==> config.mk <==
export PLATFORM = sky130hd
export DESIGN_NAME = fifo_pop_packer
export DESIGN_NICKNAME = d
export VERILOG_FILES = /design/src/rtl/fifo_pop_packer.sv
export SDC_FILE = /design/constraint.sdc
export NUM_CORES = 1
export LEC_CHECK = 0
export CORE_ASPECT_RATIO = 1.4
export CORE_MARGIN = 3
export CORE_UTILIZATION = 50
export DETAILED_ROUTE_END_ITERATION = 12
export MAX_ROUTING_LAYER = met4
export PLACE_DENSITY = 0.79
export SLEW_MARGIN = 20
export SYNTH_ARGS = -nofsm -noshare
export SYNTH_HDL_FRONTEND = slang
export SYNTH_SLANG_ARGS = --single-unit
==> constraint.sdc <==
create_clock -name clk -period 1.9 [get_ports clk]
set_clock_uncertainty 0.1 [all_clocks]
set_input_delay 0.285 -clock clk [delete_from_list [all_inputs] [get_ports clk]]
set_output_delay 0.285 -clock clk [all_outputs]
set_load 0.03 [all_outputs]
==> src/rtl/fifo_pop_packer.sv <==
// fifo_pop_packer: drains the fifo pop port and packs PACK beats into one wide word,
// emitting partial words on flush or after an idle timeout.
module fifo_pop_packer #(
    parameter int DATA_WIDTH = 8,
    parameter int PACK       = 4,
    parameter int TIMEOUT    = 16,
    localparam int CW        = $clog2(PACK + 1)
) (
    input  logic                       clk,
    input  logic                       reset_n,
    input  logic                       in_valid_i,
    input  logic [DATA_WIDTH-1:0]      in_data_i,
    output logic                       in_grant_o,
    input  logic                       flush_i,
    output logic                       out_valid_o,
    output logic [DATA_WIDTH*PACK-1:0] out_data_o,
    output logic [CW-1:0]              out_count_o,
    input  logic                       out_grant_i
);
    localparam int TW = $clog2(TIMEOUT + 2);

    typedef enum logic {FILL, HOLD} state_t;

    state_t                     state_q, state_d;
    logic [DATA_WIDTH*PACK-1:0] buf_q, buf_d;
    logic [CW-1:0]              count_q, count_d;
    logic [TW-1:0]              timer_q, timer_d;
    logic                       in_grant_q, in_grant_d;
    logic                       out_valid_q, out_valid_d;
    logic                       xfer, expire;

    always_comb begin
        state_d  = state_q;
        buf_d    = buf_q;
        count_d  = count_q;
        timer_d  = timer_q;
        xfer     = in_valid_i && in_grant_q;
        expire   = 1'b0;
        if (state_q == FILL) begin
            for (int k = 0; k < PACK; k++)
                if (xfer && count_q == CW'(k)) buf_d[k*DATA_WIDTH +: DATA_WIDTH] = in_data_i;
            count_d = count_q + CW'(xfer);
            if (xfer) begin
                timer_d = '0;
            end else if (count_q != '0 && TIMEOUT != 0) begin
                timer_d = timer_q + TW'(1);
                expire  = timer_d == TW'(TIMEOUT);
            end
            // a flush together with the PACK-th beat still yields a single full word
            if (count_d == CW'(PACK) || (flush_i && count_d != '0) || expire) state_d = HOLD;
        end else if (out_grant_i) begin
            state_d = FILL;
            buf_d   = '0;
            count_d = '0;
            timer_d = '0;
        end
        in_grant_d  = state_d == FILL;
        out_valid_d = state_d == HOLD;
    end

    always_ff @(posedge clk or negedge reset_n) begin
        if (!reset_n) begin
            state_q     <= FILL;
            buf_q       <= '0;
            count_q     <= '0;
            timer_q     <= '0;
            in_grant_q  <= 1'b0;
            out_valid_q <= 1'b0;
        end else begin
            state_q     <= state_d;
            buf_q       <= buf_d;
            count_q     <= count_d;
            timer_q     <= timer_d;
            in_grant_q  <= in_grant_d;
            out_valid_q <= out_valid_d;
        end
    end

    assign in_grant_o  = in_grant_q;
    assign out_valid_o = out_valid_q;
    assign out_data_o  = buf_q;
    assign out_count_o = count_q;
endmodule

Met4 routing:
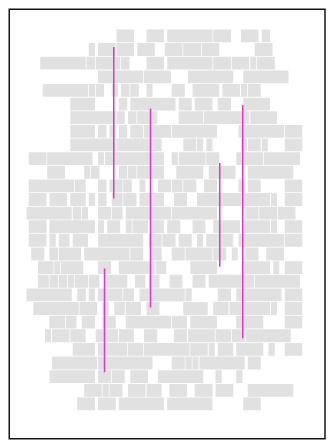
wire length on this layer: 156 µm
nets with wire on the layer: 5
longest straight run: 46.2 µm
share of all routed wire: 2.9%

Routing congestion:
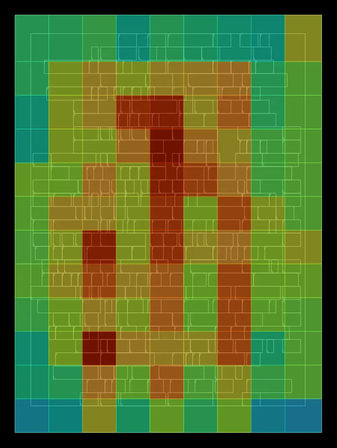
overall fraction of global-route tracks in use: 23.1%
routing usage on met2: 38.3%
met3 Resource Use GR: 4.24%
most used routing layer: met2

==> run notes <==
Results of the implementation run.

The run finished with clean final reports. In this run the critical register-to-register path is captured at out_valid_o$_DFF_PN0_. The most common logic cells in the final layout are clkdlybuf4s50_1 (47), dfrtp_1 (42), inv_1 (30). The total clock buffers created by CTS came out at 5. The core region area came out at 4270 µm².

The xor and xnor fraction of the mapped netlist area is 1.94%. The final hold violation count came out at 0. The die covers 5360 µm².

The fraction of area in multi-input gates is 32.3%. The post-synthesis share of cell area spent on and, or, nand and nor gates is 8.61%. The number of input and output port buffers inserted is 49.

The tally of unique sky130hd cells used after synthesis came out at 35. The worst endpoint required time is 1.51 ns. The non-clock buffer share of cell area is 23.1%. For this design, the slowest cell found on the critical path is clkdlybuf4s50_1. The cell row count is 28. The later pin in the worst-skew pair is clocked with a latency of 0.29 ns. The final HPWL from detailed placement is 3940 µm. The first detailed-routing pass took 6 iterations.

The worst setup path is captured at an output pin. Setup repair after global routing left no endpoint under its margin. In this run the layout overhead on the synthesized area is reported as 34.4%.

The boundary pin count is 50. The fraction of the yosys area taken by sequential cells came out at 46.7%. The count of nets after finishing came out at 287. The post-layout utilization of the core came out at 70.8%. The footprint of the flip-flops and latches is 1050 µm². The die is 62.7 µm wide. The fraction of post-synthesis cell area in the top cell type by area came out at 46.7%. Measured against its own limit, the worst slew margin works out to 62.5%. The tap cell count is 60. The overall overflow remaining after global route is 0. The height of the die is 85.4 µm. The adder and majority cell fraction of the synthesized area came out at 2.22%. The launch point of the worst reg-to-reg path is in_grant_o$_DFF_PN0_. OpenSTA lists the critical path startpoint as in_grant_o$_DFF_PN0_. The number of pins with negative max-slew slack in the final report is 0. The post-route worst hold slack came out at 0.411 ns. The destination of the critical timing path is in_grant_o. In this run the number of H-tree levels came out at 2.

The via count of the first global-routing pass came out at 1927. The cell sequence reported for the critical path is buf_4 -> clkdlybuf4s50_1. The sequential cell count came out at 42. The fraction of the cycle the final worst path needs is 97.8%. Setup violations remaining at the end of the flow were counted as 0. The floorplan utilization came out at 52.7%.

The leakage power is 1.52 nW. Per the layout report, the design carries 30 non-clock inverters. The arrival time of the worst setup path came out at 1.47 ns. The sequential share of cell area came out at 34.7%.

The count of inserted antenna diode cells is 0. Once iteration 0 of detailed routing completed, the report listed 81 DRC markers. The area of the mapped netlist came out at 2250 µm². The post-route minimum period is 1.86 ns.

The layout report lists the clock-cell share of area as 3.72%. The worst-case setup margin in the final layout came out at 0.0419 ns. The count of max-cap constraint violations came out at 0. The number of remaining DRC errors came out at 0. TritonCTS built the clock tree. The slack of the worst reg-to-reg path came out at 0.17 ns. The clock transition time at the flip-flop clock pins of the worst setup and hold paths is 0.08 ns. The delay of the slowest cell on the worst path is 0.67 ns. The largest driver fanout on the critical path is 4. The via-per-instance ratio came out at 5.47. The most frequent standard cell in the layout excluding fill and tap cells is clkdlybuf4s50_1. Among the non-sequential cells, AND-OR/OR-AND gates take the most area.

The setup slack after placement is -0.222 ns. The count of vias placed by the detailed router is 1806. Nets still carrying antenna violations after routing amount to 0.

Multiplexer cells account for 0.444% of the synthesized area. The maximum number of buffers from clock root to sink came out at 2. Per the detail_route report, routed wire per instance is 16.5 µm. The warning tally printed by Yosys for this design is 0. The cell depth of the worst setup path came out at 2. The sum of negative setup slack is 0 ns. The global-route met1 utilization came out at 27.3%. The total buffers and inverters traversed by the critical path is 2.

The kind of cell with the highest combined delay on the critical path is buffers and inverters. The worst setup path is launched from a flop. The synthesized net count is 223. The kind of critical path is reg -> out. The synthesized instance count is 206. The first-pass GRT wire length came out at 9360 µm.

The cell area power density is 1420 nW/µm². The number of antenna violations at the first check in global routing was 0. The pin count of the biggest net entering global routing is 25.

The maximum vdd drop came out at 933 µV. The non-clock buffer count in the final layout came out at 74. The ratio of cells with drive above 1 in the final layout is 21.9%. The total wire length after detailed routing came out at 5440 µm. The number of clock-tree buffers in the layout came out at 6. Sorting the synthesized cells by area gives the leading types as dfrtp_1 (47%), a221oi_2 (15%), a21o_1 (7.7%), inv_1 (5.0%), buf_6 (2.5%).

The actual slew at the worst max-slew pin is 0.559 ns. The cell count of the worst reg-to-reg path is 7. In this build the clock could be raised as far as 538 MHz. The number of flip-flops under the largest register name is 32. The multi-input logic area came out at 977 µm². The area share of and-or/or-and cells after synthesis came out at 29.8%. Among all cell classes, the greatest summed area belongs to sequential cells. The count of tool warnings is 27. Looking at the clock tree report, the root buffer type is clkbuf_8. The multi-input gate count came out at 117. The placer's final routability congestion estimate came out at 0.806. The total number of clock tree sinks came out at 42.
Clock wires, drivers and flops:
Scale bar: 20 µm.
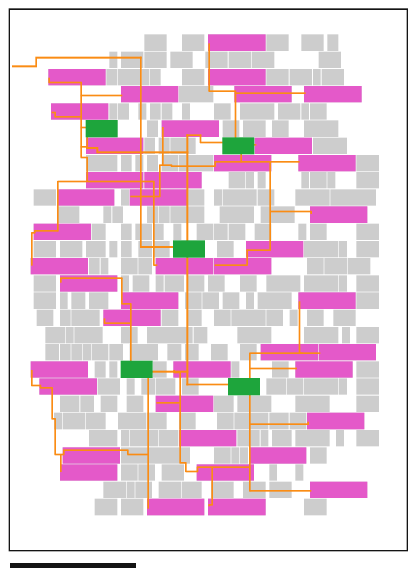
[green] clock-net drivers | count: 5
[orange] clock wires | length: 533 µm
[magenta] flip-flops | count: 42
routed clock nets: 6

Pin map:
Pins as bars across the die edge, other pins in gray.
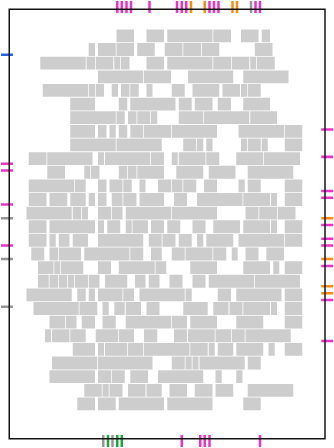
[green] out_count_o | pins: 3 | direction: output | edge: south
[orange] in_data_i | pins: 8 | direction: input | edge: 4 east, 4 north
[magenta] out_data_o | pins: 32 | direction: output | edge: 13 north, 10 east, 5 south, 4 west
[blue] clk | pins: 1 | direction: input | edge: west
all pins by edge: 18 north, 14 east, 10 south, 8 west

[Yosys cell counts]
| library cell | count |
|---|---|
| dfrtp_1 | 42 |
| inv_1 | 30 |
| a21o_1 | 23 |
| a221oi_2 | 22 |
| nand2_1 | 11 |
| nand3_1 | 11 |
| buf_2 | 8 |
| o21ai_1 | 8 |
| and2_1 | 5 |
| buf_6 | 5 |
| ha_1 | 4 |
| xnor2_1 | 4 |
| a22o_1 | 3 |
| nor2b_1 | 3 |
| o22ai_1 | 3 |
| a221oi_1 | 2 |
| buf_4 | 2 |
| clkbuf_1 | 2 |
| nor2_1 | 2 |
| a211oi_1 | 1 |
| a21boi_0 | 1 |
| a21oi_1 | 1 |
| a31o_1 | 1 |
| a31oi_1 | 1 |
| and2_4 | 1 |
| and4bb_1 | 1 |
| mux2i_1 | 1 |
| nand4_1 | 1 |
| nor2_2 | 1 |
| o21a_1 | 1 |
| o21ai_0 | 1 |
| o32a_1 | 1 |
| o32ai_1 | 1 |
| or3_1 | 1 |
| xor2_1 | 1 |
[stage by stage]
step | total power [mW] | cells | area, µm²
after global placement | 3.51 | 322 | 2900
after CTS | 4.30 | 330 | 3020
after global routing | 4.54 | 330 | 3030
after detailed placement | 3.55 | 322 | 2900
after floorplan | 2.70 | 206 | 2250
final | 4.29 | 330 | 3030
[repair_timing]
item                       4_1_cts  5_1_grt
buffers inserted                 0        0
gates resized                    0        2
hold buffers                     1        0
hold endpoints to repair        22        0
setup endpoints to repair        0       10
[where the power goes]
group,switching [mW],internal (mW)
Sequential,0.169,1.13
Combinational,1.33,0.934
Clock,0.303,0.421
[layer usage]
layer  part of all wire [%]  vias to the layer above
met4                    2.9                        0
met5                      0                        -
li1                       -                      857
met3                    3.6                       13
met2                     53                       48
met1                     40                      888
Power is estimated from default activity; no workload was simulated.
